--- src/rtl/count_global_multi_if.sv ---
// Channel-side signal bundle for count_global_multi: per-channel start/stop requests in,
// per-channel count and status out.
interface count_global_multi_if #(
  parameter int unsigned WIDTH = 5,
  parameter int unsigned NCH   = 4
);
  logic [NCH-1:0]       srdyi_counter;
  logic [NCH-1:0]       clk_stop;
  logic [NCH*WIDTH-1:0] count_global;
  logic [NCH-1:0]       running;
  logic [NCH-1:0]       done;
  logic [NCH-1:0]       overflow;

  modport master (
    output srdyi_counter,
    output clk_stop,
    input  count_global,
    input  running,
    input  done,
    input  overflow
  );

  modport slave (
    input  srdyi_counter,
    input  clk_stop,
    output count_global,
    output running,
    output done,
    output overflow
  );
endinterface

--- src/rtl/count_global_multi.sv ---
// Multi-channel start/stop cycle counter: each channel counts cycles from a start edge to a
// stop request, with done pulse, sticky overflow and wrap-or-saturate behaviour.
module count_global_multi #(
  parameter int unsigned WIDTH    = 5,
  parameter int unsigned NCH      = 4,
  parameter bit          SATURATE = 1'b0
) (
  input  logic                   clk,
  input  logic                   GlobalReset,
  count_global_multi_if.slave    bus
);

  typedef enum logic [0:0] {StIdle, StRun} state_e;

  state_e                        state_q [NCH];
  state_e                        state_d [NCH];
  logic [NCH-1:0][WIDTH-1:0]     cnt_q, cnt_d;
  logic [NCH-1:0]                ovf_q, ovf_d;
  logic [NCH-1:0]                done_q, done_d;
  logic [NCH-1:0]                hist_q;
  logic [NCH-1:0]                start_ev;
  logic [NCH-1:0]                running;

  assign start_ev = bus.srdyi_counter & ~hist_q;

  always_comb begin
    for (int i = 0; i < NCH; i++) begin
      state_d[i] = state_q[i];
      cnt_d[i]   = cnt_q[i];
      ovf_d[i]   = ovf_q[i];
      done_d[i]  = 1'b0;
      unique case (state_q[i])
        StIdle: begin
          if (start_ev[i]) begin
            state_d[i] = StRun;
            cnt_d[i]   = '0;
            ovf_d[i]   = 1'b0;
          end
        end
        StRun: begin
          // A start edge restarts the channel and beats a simultaneous stop.
          if (start_ev[i]) begin
            cnt_d[i] = '0;
            ovf_d[i] = 1'b0;
          end else begin
            if (cnt_q[i] == {WIDTH{1'b1}}) begin
              ovf_d[i] = 1'b1;
              cnt_d[i] = SATURATE ? {WIDTH{1'b1}} : '0;
            end else begin
              cnt_d[i] = cnt_q[i] + WIDTH'(1);
            end
            if (bus.clk_stop[i]) begin
              state_d[i] = StIdle;
              done_d[i]  = 1'b1;
            end
          end
        end
        default: state_d[i] = StIdle;
      endcase
    end
  end

  always_ff @(posedge clk) begin
    if (GlobalReset) begin
      hist_q <= '0;
      cnt_q  <= '0;
      ovf_q  <= '0;
      done_q <= '0;
      for (int i = 0; i < NCH; i++) begin
        state_q[i] <= StIdle;
      end
    end else begin
      hist_q <= bus.srdyi_counter;
      cnt_q  <= cnt_d;
      ovf_q  <= ovf_d;
      done_q <= done_d;
      for (int i = 0; i < NCH; i++) begin
        state_q[i] <= state_d[i];
      end
    end
  end

  always_comb begin
    running = '0;
    for (int i = 0; i < NCH; i++) begin
      running[i] = (state_q[i] == StRun);
    end
  end

  assign bus.count_global = cnt_q;
  assign bus.running      = running;
  assign bus.done         = done_q;
  assign bus.overflow     = ovf_q;

endmodule

--- src/flat_wrapper.sv ---
// flat-port wrapper written by rule: the top's interface ports become plain ports
module count_global_multi_flat 
#(
  parameter int unsigned WIDTH    = 5,
  parameter int unsigned NCH      = 4,
  parameter bit          SATURATE = 1'b0
)
  (clk, GlobalReset, bus_srdyi_counter, bus_clk_stop, bus_count_global, bus_running, bus_done, bus_overflow);
  count_global_multi_if #(.WIDTH(WIDTH), .NCH(NCH)) bus_i ();
  input  logic clk;
  input  logic GlobalReset;
  input wire logic [$bits(bus_i.srdyi_counter)-1:0] bus_srdyi_counter;
  input wire logic [$bits(bus_i.clk_stop)-1:0] bus_clk_stop;
  output wire logic [$bits(bus_i.count_global)-1:0] bus_count_global;
  output wire logic [$bits(bus_i.running)-1:0] bus_running;
  output wire logic [$bits(bus_i.done)-1:0] bus_done;
  output wire logic [$bits(bus_i.overflow)-1:0] bus_overflow;
  assign bus_i.srdyi_counter = bus_srdyi_counter;
  assign bus_i.clk_stop = bus_clk_stop;
  assign bus_count_global = bus_i.count_global;
  assign bus_running = bus_i.running;
  assign bus_done = bus_i.done;
  assign bus_overflow = bus_i.overflow;
  count_global_multi #(.WIDTH(WIDTH), .NCH(NCH), .SATURATE(SATURATE)) u_core (.clk(clk), .GlobalReset(GlobalReset), .bus(bus_i));
endmodule
--- config.mk ---
export PLATFORM = sky130hd
export DESIGN_NAME = count_global_multi_flat
export DESIGN_NICKNAME = d
export VERILOG_FILES = /design/src/rtl/count_global_multi_if.sv /design/src/rtl/count_global_multi.sv /design/src/flat_wrapper.sv
export SDC_FILE = /design/constraint.sdc
export NUM_CORES = 1
export LEC_CHECK = 0
export CORE_ASPECT_RATIO = 0.8
export CORE_MARGIN = 2
export CORE_UTILIZATION = 36
export DETAILED_ROUTE_END_ITERATION = 10
export SYNTH_ARGS = -nofsm -noshare
export SYNTH_HDL_FRONTEND = slang
export SYNTH_SLANG_ARGS = --single-unit
--- constraint.sdc ---
create_clock -name clk -period 2.5 [get_ports clk]
set_clock_uncertainty 0.15 [all_clocks]
set_input_delay 0.5 -clock clk [delete_from_list [all_inputs] [get_ports clk]]
set_output_delay 0.5 -clock clk [all_outputs]
set_load 0.02 [all_outputs]
==> results.rst, run 1 <==
Flow metrics
------------

.. list-table::
   :header-rows: 1

   * - Metric
     - Value
   * - Sequential cell power
     - roughly 0.60 mW
   * - Net count reported at finish
     - approximately 220
   * - Area added between synthesis and finish
     - 34.2%
   * - Number of distinct library cell variants in the gate-level netlist after synthesis
     - 26
   * - Cell with the biggest individual delay on the critical path
     - sky130_fd_sc_hd__clkdlybuf4s50_1
   * - Gate Count Post-Synth
     - roughly 160
   * - Logic family by area
     - simple AND/OR/NAND/NOR gates
   * - Yosys stat area
     - 1530 um2
   * - Worst hold margin
     - 330 ps
   * - Most used flip-flop cell
     - sky130_fd_sc_hd__dfxtp_1
   * - Capture point of the critical path
     - bus_running[0]
   * - First-pass GRT wire length
     - between 5 and 6 mm
   * - Required time of the worst setup path
     - 1850 ps
   * - Post-synth regs
     - 36
   * - Area contributors post-synth
     - sky130_fd_sc_hd__dfxtp_1 (47%), sky130_fd_sc_hd__nand2b_1 (7.8%), sky130_fd_sc_hd__ha_1 (6.5%)
   * - Worst hold path endpoint
     - u_core.bus.overflow[2]
   * - Post-detail-place hpwl
     - 2.27 mm
   * - Post-route ant nets
     - 0
   * - XOR/XNOR Fraction of Synth Area
     - 0%
   * - Antenna cells
     - 0
   * - Simple-gate portion of the synthesized area
     - 27.4%
   * - Hold-fix buffers, CTS
     - 0
   * - CP Launch Type
     - register
   * - Post-CTS clock slew at the launch and capture registers of the worst setup and hold paths
     - 70 ps
   * - Reg2reg path depth
     - 6
   * - Number of vias per cell
     - between 4 and 5
   * - Wire length after detailed routing
     - 3.01 mm
   * - Hold Path Depth
     - 2
   * - Setup total negative slack
     - 0 ps
   * - Worst setup path category
     - register to primary output
   * - Total GRT Usage
     - 13.6%
   * - Root Driver
     - sky130_fd_sc_hd__clkbuf_8
   * - Cell internal power dissipation
     - ~0.86 mW
   * - Floorplan-stage core utilization
     - between 30% and 40%
   * - Synth async-reset ratio
     - 0%
   * - Post-route non-filler standard cell count
     - about 260
   * - Ports placed on the boundary
     - 42
   * - Total count of max-transition violations in the final report
     - 0
   * - Status
     - completed
   * - Worst-Margin Slew
     - roughly 400 ps
   * - Initial drt markers
     - roughly 60
   * - Share of layout cells above drive strength 1
     - under 10%
   * - Combinational share of power
     - 8.5%
   * - Peak supply drop
     - between 0.3 and 0.4 mV
   * - Initial antenna violation count
     - 0
   * - Worst path arrival time
     - roughly 1500 ps
   * - Post-route clock period utilization
     - ~87%
   * - Max H-tree Level
     - 2
   * - Worst R2R Setup Slack
     - approximately 600 ps
   * - Count of warning messages emitted by the tools
     - 26
   * - Worst-path maximum fanout
     - 11
   * - Power dissipated in combinational cells
     - about 0.095 mW
   * - Fmax achieved
     - approximately 460 MHz
   * - Multiplexer share of the synthesized area
     - between 5 and 6%
   * - Number of max-cap violations
     - 0
   * - CP top delay family
     - buffers and inverters
   * - Top Consumer
     - sequential cells
   * - Maximum number of pins on one net before global-route repair
     - 13
   * - Area share of and-or/or-and cells after synthesis
     - 9.08%
   * - Cell-by-cell trace of the critical path
     - clkdlybuf4s50_1
   * - Register area share after synthesis
     - 47.1%
   * - FF-to-FF Start
     - u_core.bus.count_global[5]
   * - Yosys Instances
     - approximately 160
   * - CTS tree
     - built
   * - Highest cell delay on the worst timing path
     - 680 ps
   * - Maximum number of buffers from clock root to sink
     - 2
   * - Setup repair after global routing missed its margin
     - false
   * - Net count after synthesis
     - 179
   * - Slew margin rel.
     - 73.4%
   * - Max-area cell share
     - between 40 and 50%
   * - Final weighted congestion in routability-driven placement
     - approximately 0.74
   * - Class of the tightest hold or removal check
     - register to register
   * - Number of global-route vias before repair
     - 1163
   * - Count of buffer and inverter cells on the critical path
     - 1
   * - Pwr Total
     - roughly 1.1 mW
   * - Post-CTS Resized
     - 0
   * - Top cell excl fill/tap
     - sky130_fd_sc_hd__clkdlybuf4s50_1
   * - Sequential fraction of design power
     - 53.7%
   * - Adders+Majority by Area
     - under 10%
   * - Number of instances in the placed design
     - 251
-- run 1: area by class of cell --
| type | instances | area, um2 |
|---|---|---|
| Sequential cell | 36 | 721 |
| Multi-Input combinational cell | 115 | 742 |
| Inverter | 1 | 6.26 |
| Tap cell | 57 | 71.3 |
| Timing Repair Buffer | 42 | 418 |
| Fill cell | 402 | 2070 |
| Clock buffer | 7 | 86.3 |
| Clock inverter | 1 | 7.51 |
-- run 1: Yosys cell counts (4+ instances only) --
cell type                  instances
sky130_fd_sc_hd__nand2b_1         19
sky130_fd_sc_hd__nor2_1           21
sky130_fd_sc_hd__nand3_1           4
sky130_fd_sc_hd__a21oi_1          16
sky130_fd_sc_hd__a31oi_1           4
sky130_fd_sc_hd__nand2_1           5
sky130_fd_sc_hd__and3_1            4
sky130_fd_sc_hd__o21ai_0           5
sky130_fd_sc_hd__buf_4             4
sky130_fd_sc_hd__nor2b_1           4
sky130_fd_sc_hd__dfxtp_1          36
sky130_fd_sc_hd__ha_1              8
sky130_fd_sc_hd__nand3b_1          6
sky130_fd_sc_hd__mux2i_1           5
-- run 1: per-stage QoR --
stage          instance area [um2]  util (%)  setup slack (ps)
6_report                      2050      49.7               322
4_1_cts                       2050      49.7               327
2_1_floorplan                 1530         -               627
3_3_place_gp                  1960      47.5               612
5_1_grt                       2050      49.7               251
3_5_place_dp                  1960      47.5               598
-- run 1: routing by layer --
| layer | vias up | GRT usage, % | share of wire [%] |
|---|---|---|---|
| met5 | - | 0 | 0 |
| met4 | 0 | 4.32 | 0.90 |
| met3 | 4 | 5.96 | 4.5 |
| met2 | 26 | 21.4 | 46 |
| met1 | 556 | 16.8 | 49 |
| li1 | 633 | - | - |
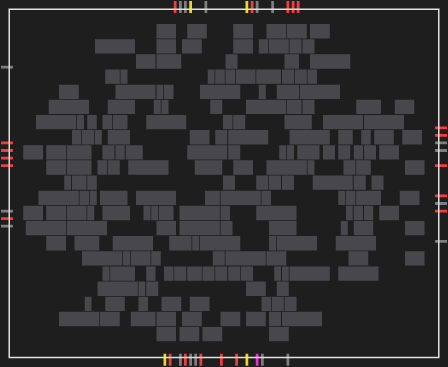
Run 1: pin placement
Pins as bars across the die edge, other pins in grey.
| port | colour | pins | direction | edge |
|---|---|---|---|---|
| bus_count_global | red | 20 | output | 5 bottom, 5 top, 5 left, 5 right |
| bus_srdyi_counter | yellow | 4 | input | 2 bottom, 2 top |
| GlobalReset | magenta | 1 | input | bottom |
all pins by edge: 13 bottom, 12 top, 9 right, 8 left
overall die height: 62.3 um
count of buffers inserted at the top-level ports: 41
width of the die: 76.9 um

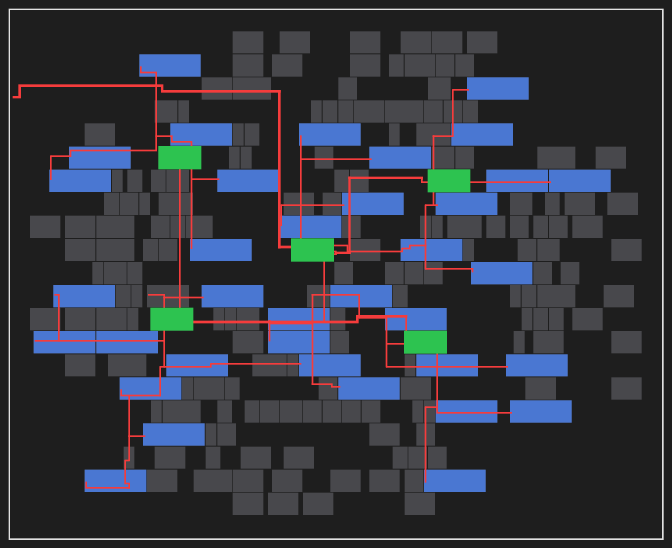
Run 1: routed clock nets over the placement
[flip-flops] blue | count: 36
[clock wires] red | length: 452 um
[clock drivers] green | count: 5
routed clock nets: 6
share of power burned in the clock network: 37.8%
Latency at later pin: 280 ps

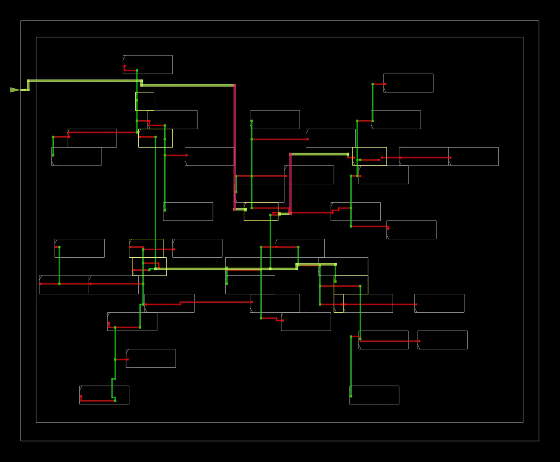
Run 1: the clock network
Clock Power: 0.424 mW
CTS buffer count: 5
clock sink count: 36
number of clock buffers in the layout: 7

Run 1, cells by drive strength:
The bar under the picture is 20 um long.
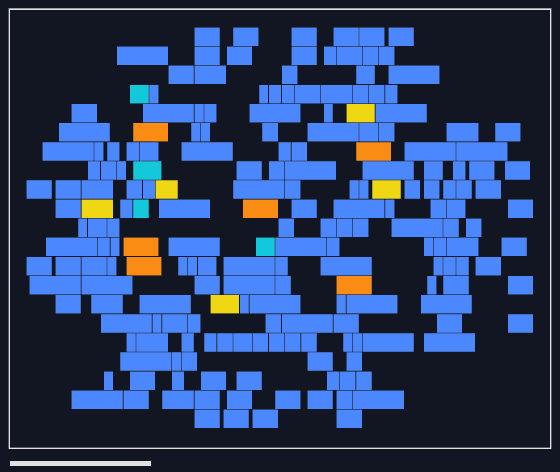

--- run 2 (diff from run 1) ---
- GPL_TIMING_DRIVEN: not set -> 0
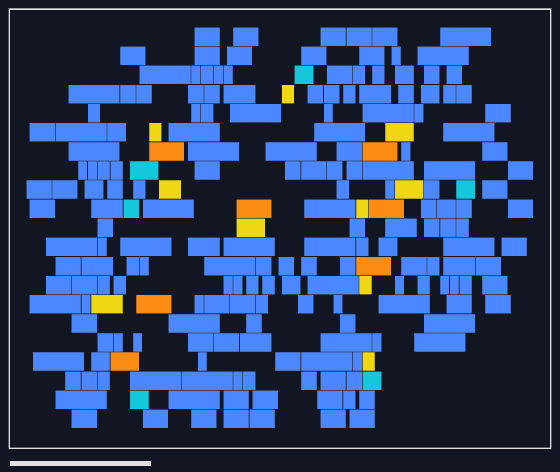
Run 2: cells by drive strength
The bar under the picture is 20 um long.
| size | colour | cells | share |
|---|---|---|---|
| _2 cells | yellow | 10 | 4.8% |
| _0 and _1 cells | blue | 187 | 89% |
| _6 and larger | orange | 7 | 3.3% |
| _3 and _4 cells | cyan | 6 | 2.9% |

==> results.rst, run 2 <==
Flow metrics
------------

.. list-table::
   :header-rows: 1

   * - Metric
     - Value
   * - Status
     - completed
   * - Most frequent cells after synthesis
     - sky130_fd_sc_hd__dfxtp_1 (36), sky130_fd_sc_hd__nor2_1 (21), sky130_fd_sc_hd__nand2b_1 (19)
   * - Final Util
     - between 50% and 60%
   * - Latency at later pin
     - 280 ps
   * - Post-layout worst setup margin
     - roughly 500 ps
   * - Highest cell delay on the worst timing path
     - between 600 and 700 ps
   * - Top cell excl fill/tap
     - sky130_fd_sc_hd__clkdlybuf4s50_1
   * - Post-route design area
     - around 2100 um2
   * - Post-route ant nets
     - 0
   * - Post-synth regs
     - 36
   * - Worst-path maximum fanout
     - 6
   * - Setup repair after global routing missed its margin
     - false
   * - Total GRT Usage
     - about 14%
   * - Overall die height
     - 62.3 um
   * - Initial antenna violation count
     - 0
   * - Detail Route met3 WL
     - 148 um
   * - Worst-Margin Slew
     - between 400 and 500 ps
   * - Final weighted congestion in routability-driven placement
     - about 0.8
   * - Total count of max-transition violations in the final report
     - 0
   * - Slew margin rel.
     - between 60% and 70%
   * - Met3 Resource Use GR
     - under 10%
   * - Post-CTS clock slew at the launch and capture registers of the worst setup and hold paths
     - around 70 ps
   * - Reg2reg path depth
     - 5
   * - Most used flip-flop cell
     - sky130_fd_sc_hd__dfxtp_1
   * - Worst setup path category
     - register to primary output
   * - Met1 Wirelength
     - 1.49 mm
   * - Number of global-route vias before repair
     - roughly 1100
   * - Hold-fix buffers, CTS
     - 0
   * - Combinational share of power
     - 10.1%
   * - Synth async-reset ratio
     - 0%
   * - CTS tree
     - built
   * - Post-detail-place hpwl
     - around 2.3 mm
   * - Placed instance area
     - roughly 2000 um2
   * - Yosys stat area
     - between 1500 and 2000 um2
   * - Worst setup slack before clock tree synthesis
     - approximately 350 ps
   * - FF-to-FF Start
     - u_core.bus.count_global[15]
   * - Final global-route overflow total
     - 0
   * - Initial drt markers
     - 42
   * - Net count after synthesis
     - 179
   * - Launch point of the worst hold path
     - u_core.bus.overflow[2]
   * - Worst hold margin
     - 323 ps
   * - Max-area cell share
     - a little under half
   * - Area contributors post-synth
     - sky130_fd_sc_hd__dfxtp_1 (47%), sky130_fd_sc_hd__nand2b_1 (7.8%), sky130_fd_sc_hd__ha_1 (6.5%)
   * - Number of distinct library cell variants in the gate-level netlist after synthesis
     - 26
   * - Post-route non-filler standard cell count
     - between 200 and 300
   * - Sequential cell area
     - just over 700 um2
   * - Gate Count Post-Synth
     - 161
   * - Worst R2R Setup Slack
     - slightly above 600 ps
   * - Antenna cells
     - 0
   * - Required time of the worst setup path
     - between 1500 and 2000 ps
   * - Maximum number of buffers from clock root to sink
     - 2
   * - Pwr Total
     - around 1.1 mW
   * - Met2 track demand over resource
     - about 22%
   * - Number of max-cap violations
     - 0
   * - Number of vias per cell
     - roughly 4.7
   * - Post-route clock period utilization
     - 79.9%
   * - Cell with the biggest individual delay on the critical path
     - sky130_fd_sc_hd__clkdlybuf4s50_1
   * - Clock sink count
     - 36
   * - Class of the tightest hold or removal check
     - register to register
   * - Number of filler cells placed in the layout
     - 395
   * - Count of buffer and inverter cells on the critical path
     - 1
   * - Library cell with the highest instance count after synthesis
     - sky130_fd_sc_hd__dfxtp_1
   * - Total area of multi-input combinational cells
     - around 740 um2
   * - First-pass GRT wire length
     - 5.20 mm
   * - CP top delay family
     - buffers and inverters
   * - CP Launch Type
     - register
   * - Cell internal power dissipation
     - slightly below 0.9 mW
   * - Peak supply drop
     - between 0.3 and 0.4 mV
   * - Fmax achieved
     - around 500 MHz
   * - Final Hold Viols
     - 0
   * - Wire length after detailed routing
     - around 3.1 mm
   * - Post-CTS Resized
     - 0
   * - Most common logic cells in the final layout
     - sky130_fd_sc_hd__clkdlybuf4s50_1 (41), sky130_fd_sc_hd__dfxtp_1 (36), sky130_fd_sc_hd__nor2_1 (21)
   * - Area added between synthesis and finish
     - 37.6%
   * - Number of instances in the placed design
     - about 260
   * - Met1 demand-to-capacity share in global routing
     - between 15 and 20%
   * - Yosys Instances
     - between 150 and 200
   * - Share of layout cells above drive strength 1
     - a little over a tenth
   * - Cell-by-cell trace of the critical path
     - clkdlybuf4s50_1
   * - Maximum number of pins on one net before global-route repair
     - 12
   * - Width of the die
     - slightly below 80 um
   * - Amount of wire on met2 after detailed routing
     - 1.45 mm
   * - Share of power burned in the clock network
     - a little under two fifths
   * - Hold Path Depth
     - 2
   * - Top Layer Used
     - met4
   * - Ports placed on the boundary
     - around 42
   * - Floorplan-stage core utilization
     - between 30 and 40%
   * - CTS buffer count
     - 5
   * - Max H-tree Level
     - 2
   * - Root Driver
     - sky130_fd_sc_hd__clkbuf_8
   * - Count of warning messages emitted by the tools
     - 26
   * - Register area share after synthesis
     - 47.1%
   * - Setup total negative slack
     - 0 ps
   * - Worst hold path endpoint
     - u_core.bus.overflow[2]
   * - Net count reported at finish
     - approximately 230
   * - Most heavily used metal layer in global routing
     - met2
   * - Count of buffers inserted at the top-level ports
     - a little over 40
   * - Power Density
     - 535 nW/um2
   * - Sequential fraction of design power
     - between 50 and 60%
   * - Worst path arrival time
     - between 1000 and 1500 ps
   * - Cell Area, Synth
     - between 1500 and 2000 um2
==> run 2: cell types whose count changed in the layout (fill, tap and decap cells not counted), sizes merged <==
cell / previous run / this run
clkinvlp: 1 / 0
clkinv: 0 / 2
buf: 1 / 8
==> run 2: layout make-up <==
| class | instances | share of cell area (%) |
|---|---|---|
| sequential | 36 | 34.3 |
| buffer | 9 | 2.86 |
| tap | 57 | 3.39 |
| clock buffer | 6 | 3.93 |
| inverter | 1 | 0.297 |
| multi-input combinational | 115 | 35.3 |
| clock inverter | 2 | 0.476 |
| timing repair buffer | 41 | 19.5 |
==> run 2: cell families after synthesis <==
family                   synth area share, %
buffers and inverters                   4.34
multiplexers                            5.48
AND/OR/NAND/NOR                         27.4
AND-OR/OR-AND                           9.08
adder cells (fa/ha/maj)                 6.55
flip-flops                              47.1
==> run 2: worst max-delay path by stage <==
stage                                      from                          end  slack (ps)  cells after the start
floorplan           u_core.bus.count_global[15]  u_core.bus.count_global[18]         630                      5
global placement                    GlobalReset           u_core.bus.done[3]         380                      4
detailed placement                  GlobalReset  u_core.bus.count_global[19]         350                      4
CTS                 u_core.bus.count_global[17]         bus_count_global[17]         490                      1
global route        u_core.bus.count_global[17]         bus_count_global[17]         430                      1
finish              u_core.bus.count_global[17]         bus_count_global[17]         500                      1
==> run 2: power by group through the flow <==
stage / sequential (mW) / clock (mW) / combinational, mW
2_1_floorplan: 0.613 / 0 / 0.0620
3_3_place_gp: 0.608 / 0 / 0.111
3_5_place_dp: 0.608 / 0 / 0.114
4_1_cts: 0.595 / 0.431 / 0.115
5_1_grt: 0.597 / 0.459 / 0.124
6_report: 0.595 / 0.416 / 0.114
No activity file was given, so power comes from the tool's default toggle rates.
